$ cat src/rtl/amba_axi_pkg.sv
// AXI address-channel field types shared by the DMA issuer and its users.
// Latency: n/a (types only).
// Backpressure: n/a (types only).
package amba_axi_pkg;

    typedef logic [31:0] axi_addr_t;
    typedef logic [7:0]  axi_alen_t;
    typedef logic [2:0]  axi_size_t;
    typedef logic [1:0]  axi_burst_t;
    typedef logic [7:0]  axi_wr_strb_t;

endpackage

$ cat src/rtl/dma_utils_pkg.sv
// DMA issuer types: request/response structs, burst encoding, FSM states.
// Latency: n/a (types and a pure helper function).
// Backpressure: n/a (types only).
package dma_utils_pkg;

    import amba_axi_pkg::*;

    localparam int unsigned DMA_MAX_OUTSTANDING_DEF = 4;

    localparam axi_burst_t AXI_BURST_FIXED = 2'b00;
    localparam axi_burst_t AXI_BURST_INCR  = 2'b01;

    typedef enum logic {
        DMA_MODE_FIXED = 1'b0,
        DMA_MODE_INCR  = 1'b1
    } dma_mode_e;

    typedef enum logic [1:0] {
        ISS_IDLE  = 2'd0,
        ISS_ISSUE = 2'd1,
        ISS_WAIT  = 2'd2
    } dma_issuer_state_e;

    // One buffered burst descriptor (request minus its valid bit).
    typedef struct packed {
        axi_addr_t    addr;
        axi_alen_t    alen;
        axi_size_t    size;
        dma_mode_e    mode;
        axi_wr_strb_t strb;
    } dma_req_entry_t;

    typedef struct packed {
        logic         valid;
        axi_addr_t    addr;
        axi_alen_t    alen;
        axi_size_t    size;
        dma_mode_e    mode;
        axi_wr_strb_t strb;
    } s_dma_axi_req_t;

    typedef struct packed {
        logic ready;
    } s_dma_axi_resp_t;

    function automatic axi_burst_t dma_mode_to_burst(input dma_mode_e mode);
        return (mode == DMA_MODE_FIXED) ? AXI_BURST_FIXED : AXI_BURST_INCR;
    endfunction

endpackage

$ cat src/rtl/dma_axi_req_issuer_if.sv
// AXI address channel (AR or AW) bundle between the issuer and the fabric.
// Latency: n/a (wires only).
// Backpressure: valid/ready; master holds valid and payload until ready.
// Ports (master view): addr/len/size/burst/valid out, ready in.
interface dma_axi_req_issuer_if;

    import amba_axi_pkg::*;

    axi_addr_t  addr;
    axi_alen_t  len;
    axi_size_t  size;
    axi_burst_t burst;
    logic       valid;
    logic       ready;

    modport master (output addr, len, size, burst, valid, input  ready);
    modport slave  (input  addr, len, size, burst, valid, output ready);

endinterface

$ cat src/rtl/dma_req_fifo.sv
// Small descriptor FIFO (depth 1 or 2) sitting between streamer and AXI stage.
// Latency: an entry pushed at an edge is visible on pop_dat_o the next cycle.
// Backpressure: push ignored when full, pop ignored when empty; flush wins.
// Ports: clk, rst (async active-low), flush_i, push_i/push_dat_i,
//        pop_i/pop_dat_o, full_o, empty_o, count_o.
module dma_req_fifo
    import dma_utils_pkg::*;
#(
    parameter int unsigned DEPTH = 2
) (
    input  logic           clk,
    input  logic           rst,
    input  logic           flush_i,
    input  logic           push_i,
    input  dma_req_entry_t push_dat_i,
    input  logic           pop_i,
    output dma_req_entry_t pop_dat_o,
    output logic           full_o,
    output logic           empty_o,
    output logic [1:0]     count_o
);

    dma_req_entry_t mem_q [DEPTH];
    dma_req_entry_t mem_d [DEPTH];
    logic           wr_ptr_q, wr_ptr_d;
    logic           rd_ptr_q, rd_ptr_d;
    logic [1:0]     cnt_q, cnt_d;
    logic           push_ok, pop_ok;

    // Pointers are one bit wide; with DEPTH = 1 they never leave 0.
    function automatic logic ptr_inc(input logic p);
        return (p == 1'(DEPTH - 1)) ? 1'b0 : ~p;
    endfunction

    assign full_o    = (cnt_q == 2'(DEPTH));
    assign empty_o   = (cnt_q == 2'd0);
    assign count_o   = cnt_q;
    assign pop_dat_o = mem_q[rd_ptr_q];

    always_comb begin
        mem_d    = mem_q;
        wr_ptr_d = wr_ptr_q;
        rd_ptr_d = rd_ptr_q;
        cnt_d    = cnt_q;
        push_ok  = push_i && !full_o;
        pop_ok   = pop_i && !empty_o;
        if (flush_i) begin
            wr_ptr_d = 1'b0;
            rd_ptr_d = 1'b0;
            cnt_d    = 2'd0;
        end else begin
            if (push_ok) begin
                mem_d[wr_ptr_q] = push_dat_i;
                wr_ptr_d        = ptr_inc(wr_ptr_q);
            end
            if (pop_ok) begin
                rd_ptr_d = ptr_inc(rd_ptr_q);
            end
            cnt_d = cnt_q + 2'(push_ok) - 2'(pop_ok);
        end
    end

    always_ff @(posedge clk or negedge rst) begin
        if (!rst) begin
            mem_q    <= '{default: '0};
            wr_ptr_q <= 1'b0;
            rd_ptr_q <= 1'b0;
            cnt_q    <= 2'd0;
        end else begin
            mem_q    <= mem_d;
            wr_ptr_q <= wr_ptr_d;
            rd_ptr_q <= rd_ptr_d;
            cnt_q    <= cnt_d;
        end
    end

endmodule

$ cat src/rtl/dma_axi_req_issuer.sv
// Issues streamer burst requests on an AXI AR/AW channel and tracks completions.
// Latency: axi valid rises the cycle after acceptance when the AXI stage is free.
// Backpressure: ready drops when buffer full, outstanding budget spent, or abort.
// Ports: clk, rst (async active-low); dma_axi_req_i / dma_axi_resp_o streamer
//        handshake; dma_abort_i; axi (address channel, master); wr_strb_o;
//        txn_done_i completion pulse; outstanding_o, idle_o, err_o status.
// Build option: DMA_REQ_BUF_EN adds a 2-entry buffer so a request can be
//        accepted while another waits on AXI; otherwise a single holding slot.
module dma_axi_req_issuer
    import amba_axi_pkg::*;
    import dma_utils_pkg::*;
#(
    parameter int unsigned STREAM_TYPE     = 0,
    parameter int unsigned MAX_OUTSTANDING = DMA_MAX_OUTSTANDING_DEF
) (
    input  logic                 clk,
    input  logic                 rst,
    input  s_dma_axi_req_t       dma_axi_req_i,
    output s_dma_axi_resp_t      dma_axi_resp_o,
    input  logic                 dma_abort_i,
    dma_axi_req_issuer_if.master axi,
    output axi_wr_strb_t         wr_strb_o,
    input  logic                 txn_done_i,
    output logic [3:0]           outstanding_o,
    output logic                 idle_o,
    output logic                 err_o
);

`ifdef DMA_REQ_BUF_EN
    localparam int unsigned BUF_DEPTH   = 2;
    localparam bit          HOLD_ON_VLD = 1'b0;
`else
    localparam int unsigned BUF_DEPTH   = 1;
    localparam bit          HOLD_ON_VLD = 1'b1;
`endif

    dma_issuer_state_e state_q, state_d;
    dma_req_entry_t    out_q, out_d;
    logic              valid_q, valid_d;
    logic [3:0]        cnt_q, cnt_d;
    logic              err_q, err_d;
    axi_wr_strb_t      wstrb_q, wstrb_d;
    logic              rdy_en_q, rdy_en_d;

    dma_req_entry_t    req_ent, fifo_head;
    logic              fifo_full, fifo_empty, fifo_push, fifo_pop;
    logic [1:0]        fifo_cnt;
    logic [4:0]        inflight;
    logic              issue_rdy, accept, hs, out_free, load_fifo, bypass;

    dma_req_fifo #(.DEPTH(BUF_DEPTH)) u_req_fifo (
        .clk        (clk),
        .rst        (rst),
        .flush_i    (dma_abort_i),
        .push_i     (fifo_push),
        .push_dat_i (req_ent),
        .pop_i      (fifo_pop),
        .pop_dat_o  (fifo_head),
        .full_o     (fifo_full),
        .empty_o    (fifo_empty),
        .count_o    (fifo_cnt)
    );

    // Handshakes and the AXI output stage. Buffered entries always drain to
    // the output stage before a fresh request, so issue order is preserved;
    // a request arriving with the buffer empty and the stage free bypasses the
    // buffer to meet the one-cycle latency.
    always_comb begin
        req_ent   = '{addr: dma_axi_req_i.addr, alen: dma_axi_req_i.alen,
                      size: dma_axi_req_i.size, mode: dma_axi_req_i.mode,
                      strb: dma_axi_req_i.strb};
        inflight  = 5'(cnt_q) + 5'(fifo_cnt) + 5'(valid_q);
        // rdy_en_q keeps ready low while in reset without a combinational
        // path from the reset pin.
        issue_rdy = rdy_en_q && !dma_abort_i && !fifo_full
                    && (inflight < 5'(MAX_OUTSTANDING))
                    && !(HOLD_ON_VLD && valid_q);
        accept    = dma_axi_req_i.valid && issue_rdy;
        hs        = valid_q && axi.ready;
        out_free  = !valid_q || axi.ready;
        // Abort must not promote a buffered entry onto AXI.
        load_fifo = out_free && !fifo_empty && !dma_abort_i;
        bypass    = out_free && fifo_empty && accept;
        fifo_push = accept && !bypass;
        fifo_pop  = load_fifo;

        valid_d = valid_q;
        out_d   = out_q;
        if (load_fifo) begin
            valid_d = 1'b1;
            out_d   = fifo_head;
        end else if (bypass) begin
            valid_d = 1'b1;
            out_d   = req_ent;
        end else if (hs) begin
            valid_d = 1'b0;
        end

        wstrb_d = wstrb_q;
        if (hs && (STREAM_TYPE != 0)) begin
            wstrb_d = out_q.strb;
        end

        cnt_d = cnt_q;
        err_d = 1'b0;
        if (hs && !txn_done_i) begin
            cnt_d = cnt_q + 4'd1;
        end else if (!hs && txn_done_i) begin
            if (cnt_q == 4'd0) begin
                err_d = 1'b1;
            end else begin
                cnt_d = cnt_q - 4'd1;
            end
        end

        rdy_en_d = 1'b1;
    end

    // Next state follows the output stage and counter: ISSUE whenever a burst
    // is on AXI, WAIT while completions are pending, IDLE otherwise.
    always_comb begin
        state_d = state_q;
        case (state_q)
            ISS_IDLE: begin
                if (valid_d) state_d = ISS_ISSUE;
            end
            ISS_ISSUE: begin
                if (!valid_d) state_d = (cnt_d != 4'd0) ? ISS_WAIT : ISS_IDLE;
            end
            ISS_WAIT: begin
                if (valid_d)             state_d = ISS_ISSUE;
                else if (cnt_d == 4'd0)  state_d = ISS_IDLE;
            end
            default: state_d = ISS_IDLE;
        endcase
    end

    always_ff @(posedge clk or negedge rst) begin
        if (!rst) begin
            state_q  <= ISS_IDLE;
            out_q    <= '0;
            valid_q  <= 1'b0;
            cnt_q    <= 4'd0;
            err_q    <= 1'b0;
            wstrb_q  <= '0;
            rdy_en_q <= 1'b0;
        end else begin
            state_q  <= state_d;
            out_q    <= out_d;
            valid_q  <= valid_d;
            cnt_q    <= cnt_d;
            err_q    <= err_d;
            wstrb_q  <= wstrb_d;
            rdy_en_q <= rdy_en_d;
        end
    end

    assign dma_axi_resp_o.ready = issue_rdy;
    assign axi.addr      = out_q.addr;
    assign axi.len       = out_q.alen;
    assign axi.size      = out_q.size;
    assign axi.burst     = dma_mode_to_burst(out_q.mode);
    assign axi.valid     = valid_q;
    assign wr_strb_o     = wstrb_q;
    assign outstanding_o = cnt_q;
    assign idle_o        = (state_q == ISS_IDLE);
    assign err_o         = err_q;

endmodule

$ cat src/flat_wrapper.sv
// flat-port wrapper written by rule: the top's interface ports become plain ports
module dma_axi_req_issuer_flat import amba_axi_pkg::*; import dma_utils_pkg::*;
#(
    parameter int unsigned STREAM_TYPE     = 0,
    parameter int unsigned MAX_OUTSTANDING = DMA_MAX_OUTSTANDING_DEF
)
  (clk, rst, dma_axi_req_i, dma_axi_resp_o, dma_abort_i, wr_strb_o, txn_done_i, outstanding_o, idle_o, err_o, axi_addr, axi_len, axi_size, axi_burst, axi_valid, axi_ready);
  dma_axi_req_issuer_if axi_i ();
  input  logic clk;
  input  logic rst;
  input  s_dma_axi_req_t dma_axi_req_i;
  output s_dma_axi_resp_t dma_axi_resp_o;
  input  logic dma_abort_i;
  output axi_wr_strb_t wr_strb_o;
  input  logic txn_done_i;
  output logic [3:0] outstanding_o;
  output logic idle_o;
  output logic err_o;
  output wire logic [$bits(axi_i.addr)-1:0] axi_addr;
  output wire logic [$bits(axi_i.len)-1:0] axi_len;
  output wire logic [$bits(axi_i.size)-1:0] axi_size;
  output wire logic [$bits(axi_i.burst)-1:0] axi_burst;
  output wire logic [$bits(axi_i.valid)-1:0] axi_valid;
  input wire logic [$bits(axi_i.ready)-1:0] axi_ready;
  assign axi_addr = axi_i.addr;
  assign axi_len = axi_i.len;
  assign axi_size = axi_i.size;
  assign axi_burst = axi_i.burst;
  assign axi_valid = axi_i.valid;
  assign axi_i.ready = axi_ready;
  dma_axi_req_issuer #(.STREAM_TYPE(STREAM_TYPE), .MAX_OUTSTANDING(MAX_OUTSTANDING)) u_core (.clk(clk), .rst(rst), .dma_axi_req_i(dma_axi_req_i), .dma_axi_resp_o(dma_axi_resp_o), .dma_abort_i(dma_abort_i), .axi(axi_i), .wr_strb_o(wr_strb_o), .txn_done_i(txn_done_i), .outstanding_o(outstanding_o), .idle_o(idle_o), .err_o(err_o));
endmodule
$ cat config.mk
export PLATFORM = sky130hd
export DESIGN_NAME = dma_axi_req_issuer_flat
export DESIGN_NICKNAME = d
export VERILOG_FILES = /design/src/rtl/amba_axi_pkg.sv /design/src/rtl/dma_utils_pkg.sv /design/src/rtl/dma_axi_req_issuer_if.sv /design/src/rtl/dma_req_fifo.sv /design/src/rtl/dma_axi_req_issuer.sv /design/src/flat_wrapper.sv
export SDC_FILE = /design/constraint.sdc
export NUM_CORES = 1
export LEC_CHECK = 0
export ABC_AREA = 1
export CORE_MARGIN = 8
export CORE_UTILIZATION = 42
export CTS_BUF_LIST = sky130_fd_sc_hd__clkbuf_2 sky130_fd_sc_hd__clkbuf_4 sky130_fd_sc_hd__clkbuf_8
export DETAILED_ROUTE_END_ITERATION = 10
export GPL_TIMING_DRIVEN = 0
export HOLD_SLACK_MARGIN = 0.02
export PLACE_DENSITY_LB_ADDON = 0.3
export SYNTH_ARGS = -nofsm -noshare
export SYNTH_HDL_FRONTEND = slang
export SYNTH_SLANG_ARGS = --single-unit
$ cat constraint.sdc
create_clock -name clk -period 3.29 [get_ports clk]
set_clock_uncertainty 0.1 [all_clocks]
set_input_delay 0.658 -clock clk [delete_from_list [all_inputs] [get_ports clk]]
set_output_delay 0.658 -clock clk [all_outputs]
set_load 0.05 [all_outputs]
==> flow_metrics.tcl <==
# collected from the flow reports
set metrics [dict create \
    outcome "completed" \
    nets 770 \
    r2r_start "u_core.outstanding_o[1]$_DFF_PN0_" \
    reg2regPathDepth 13 \
    grt_pass1_wl_um 19850 \
    postCtsSetupRepairBufs 0 \
    io_buffer_count 101 \
    timing.hold.ws_ps 141.9 \
    slew_violations 0 \
    clk_path_buf_depth 2 \
    ys.flop_type "dfrtp_1" \
    ys_ff 99 \
    ys_cells 585 \
    largest_class "registers" \
    yosysTopAreaCell "dfrtp_1" \
    setup_viol 0 \
    clk_share 0.03634 \
    drive_gt1_frac 0.08720 \
    diodes 0 \
    avgSynthCellArea_um2 8.027 \
    tightest_slew_ps 517.1 \
]
==> critical path: stages <==
cell and delay [ps]:
clkdlybuf4s50_1 480, nor3_1 290, and2_4 210, dlymetal6s2s_1 430
==> metal layers <==
metal | global-route usage | up-vias | wire length (µm)
met2 | 0.2862 | 95 | 5818
li1 | - | 2065 | -
met1 | 0.1991 | 1938 | 5208
met4 | 0.04780 | 0 | 110
met3 | 0.03887 | 9 | 636
met5 | 0 | - | 0
==> state kept, by name (all words and copies together) (netlist names) <==
name,count
u_core.out_q,1
u_core.state_q,2
u_core.outstanding_o,4
u_core.axi.len,8
u_core.err_o,1
u_core.u_req_fifo.mem_q,44
u_core.axi.size,3
u_core.axi.addr,32
u_core.rdy_en_q,1
u_core.u_req_fifo.count_o,2
u_core.axi.valid,1
==> Yosys cell counts (4+ instances only) <==
master	number
nand3_1	53
nor2_1	14
clkbuf_1	12
ha_1	6
inv_2	4
o21ai_1	30
o21ai_2	9
buf_2	17
inv_1	58
buf_4	9
o21ai_0	51
nand2_1	205
dfrtp_1	99
==> through the flow <==
stage,area [µm²],TNS [ps],setup WS [ps],util
4_1_cts,6161,0,70.00,0.5658
3_5_place_dp,5937,0,114.0,0.5453
2_1_floorplan,4726,0,453.1,-
3_3_place_gp,5912,-215900,-2187,0.5430
5_1_grt,6163,0,376.4,0.5661
6_report,6163,0,467.1,0.5661
==> power by group <==
group	total (mW)	switching [mW]	internal, mW
Sequential	1.88	0.258	1.62
Combinational	2.96	1.97	0.987
Clock	0.873	0.423	0.450
Total	5.71	2.65	3.06
==> kinds of logic after synthesis <==
kind of cell	Yosys count	share of synthesized area
and+or+nand+nor	279	0.2451
buffers and inverters	103	0.09725
DFF	99	0.5276
AOI/OAI and AO/OA	93	0.1068
adders and majority gates	6	0.01599
xor gates and xnor gates	3	0.005597
other	2	0.001599
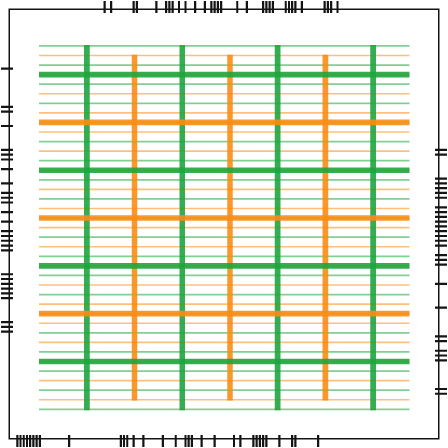
*Floorplan with the power grid*
Pins as bars on the die edge.
- green: VSS
- orange: VDD
- met1 rails: 39
- met5 straps: 7
- met4 straps: 7
- rows: 38
die height: 121.7 µm
maximum VDD drop: 571.6 µV
chip width: 121.7 µm
area of the core: 0.01089 mm²

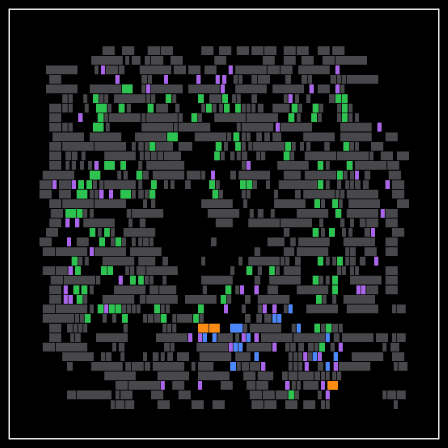
*Gate families picked out*
- orange: XOR/XNOR gates (cells 3; most used xnor2_1)
- blue: NOR gates (cells 16; most used nor2_1; where bottom centre)
- green: inverting AOI/OAI gates (cells 92; most used o21ai_0)
- purple: inverters (cells 62; most used inv_1; where spread over the die)
most frequent logic cell in the layout: nand2_1
Finished Layout Cells: 851

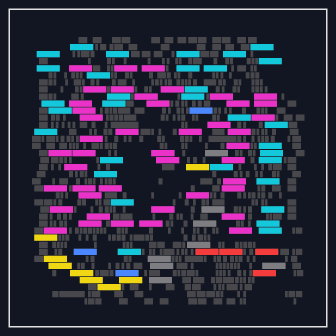
*Register map, names as in the netlist*
Other sequential cells in the stronger grey, the rest of the logic in the fainter grey.
- blue: u_core.axi.size (placed flops 3)
- yellow: u_core.axi.len (placed flops 8; where lower left)
- magenta: u_core.u_req_fifo.mem_q (placed flops 44)
- red: u_core.outstanding_o (placed flops 4; where lower right)
- cyan: u_core.axi.addr (placed flops 32)
flop share of the area: 0.4019
sequential power: 1.88 mW
Util after Layout: 0.5661
Storage cell area: 0.002477 mm²

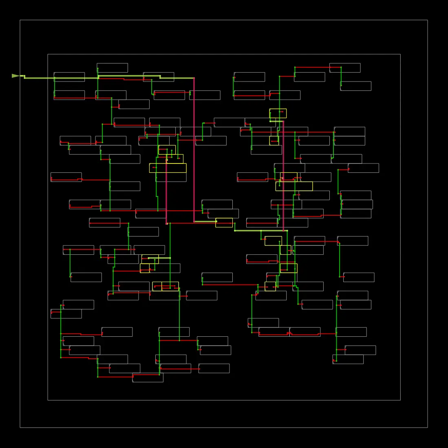
*Clock routing*
# clk buffers: 11
Clock group: 873 µW
CTS Buf Count: 9
Insertion Delay late pin: 350 ps
CTS Sinks: 99

Power is estimated from default activity; no workload was simulated.
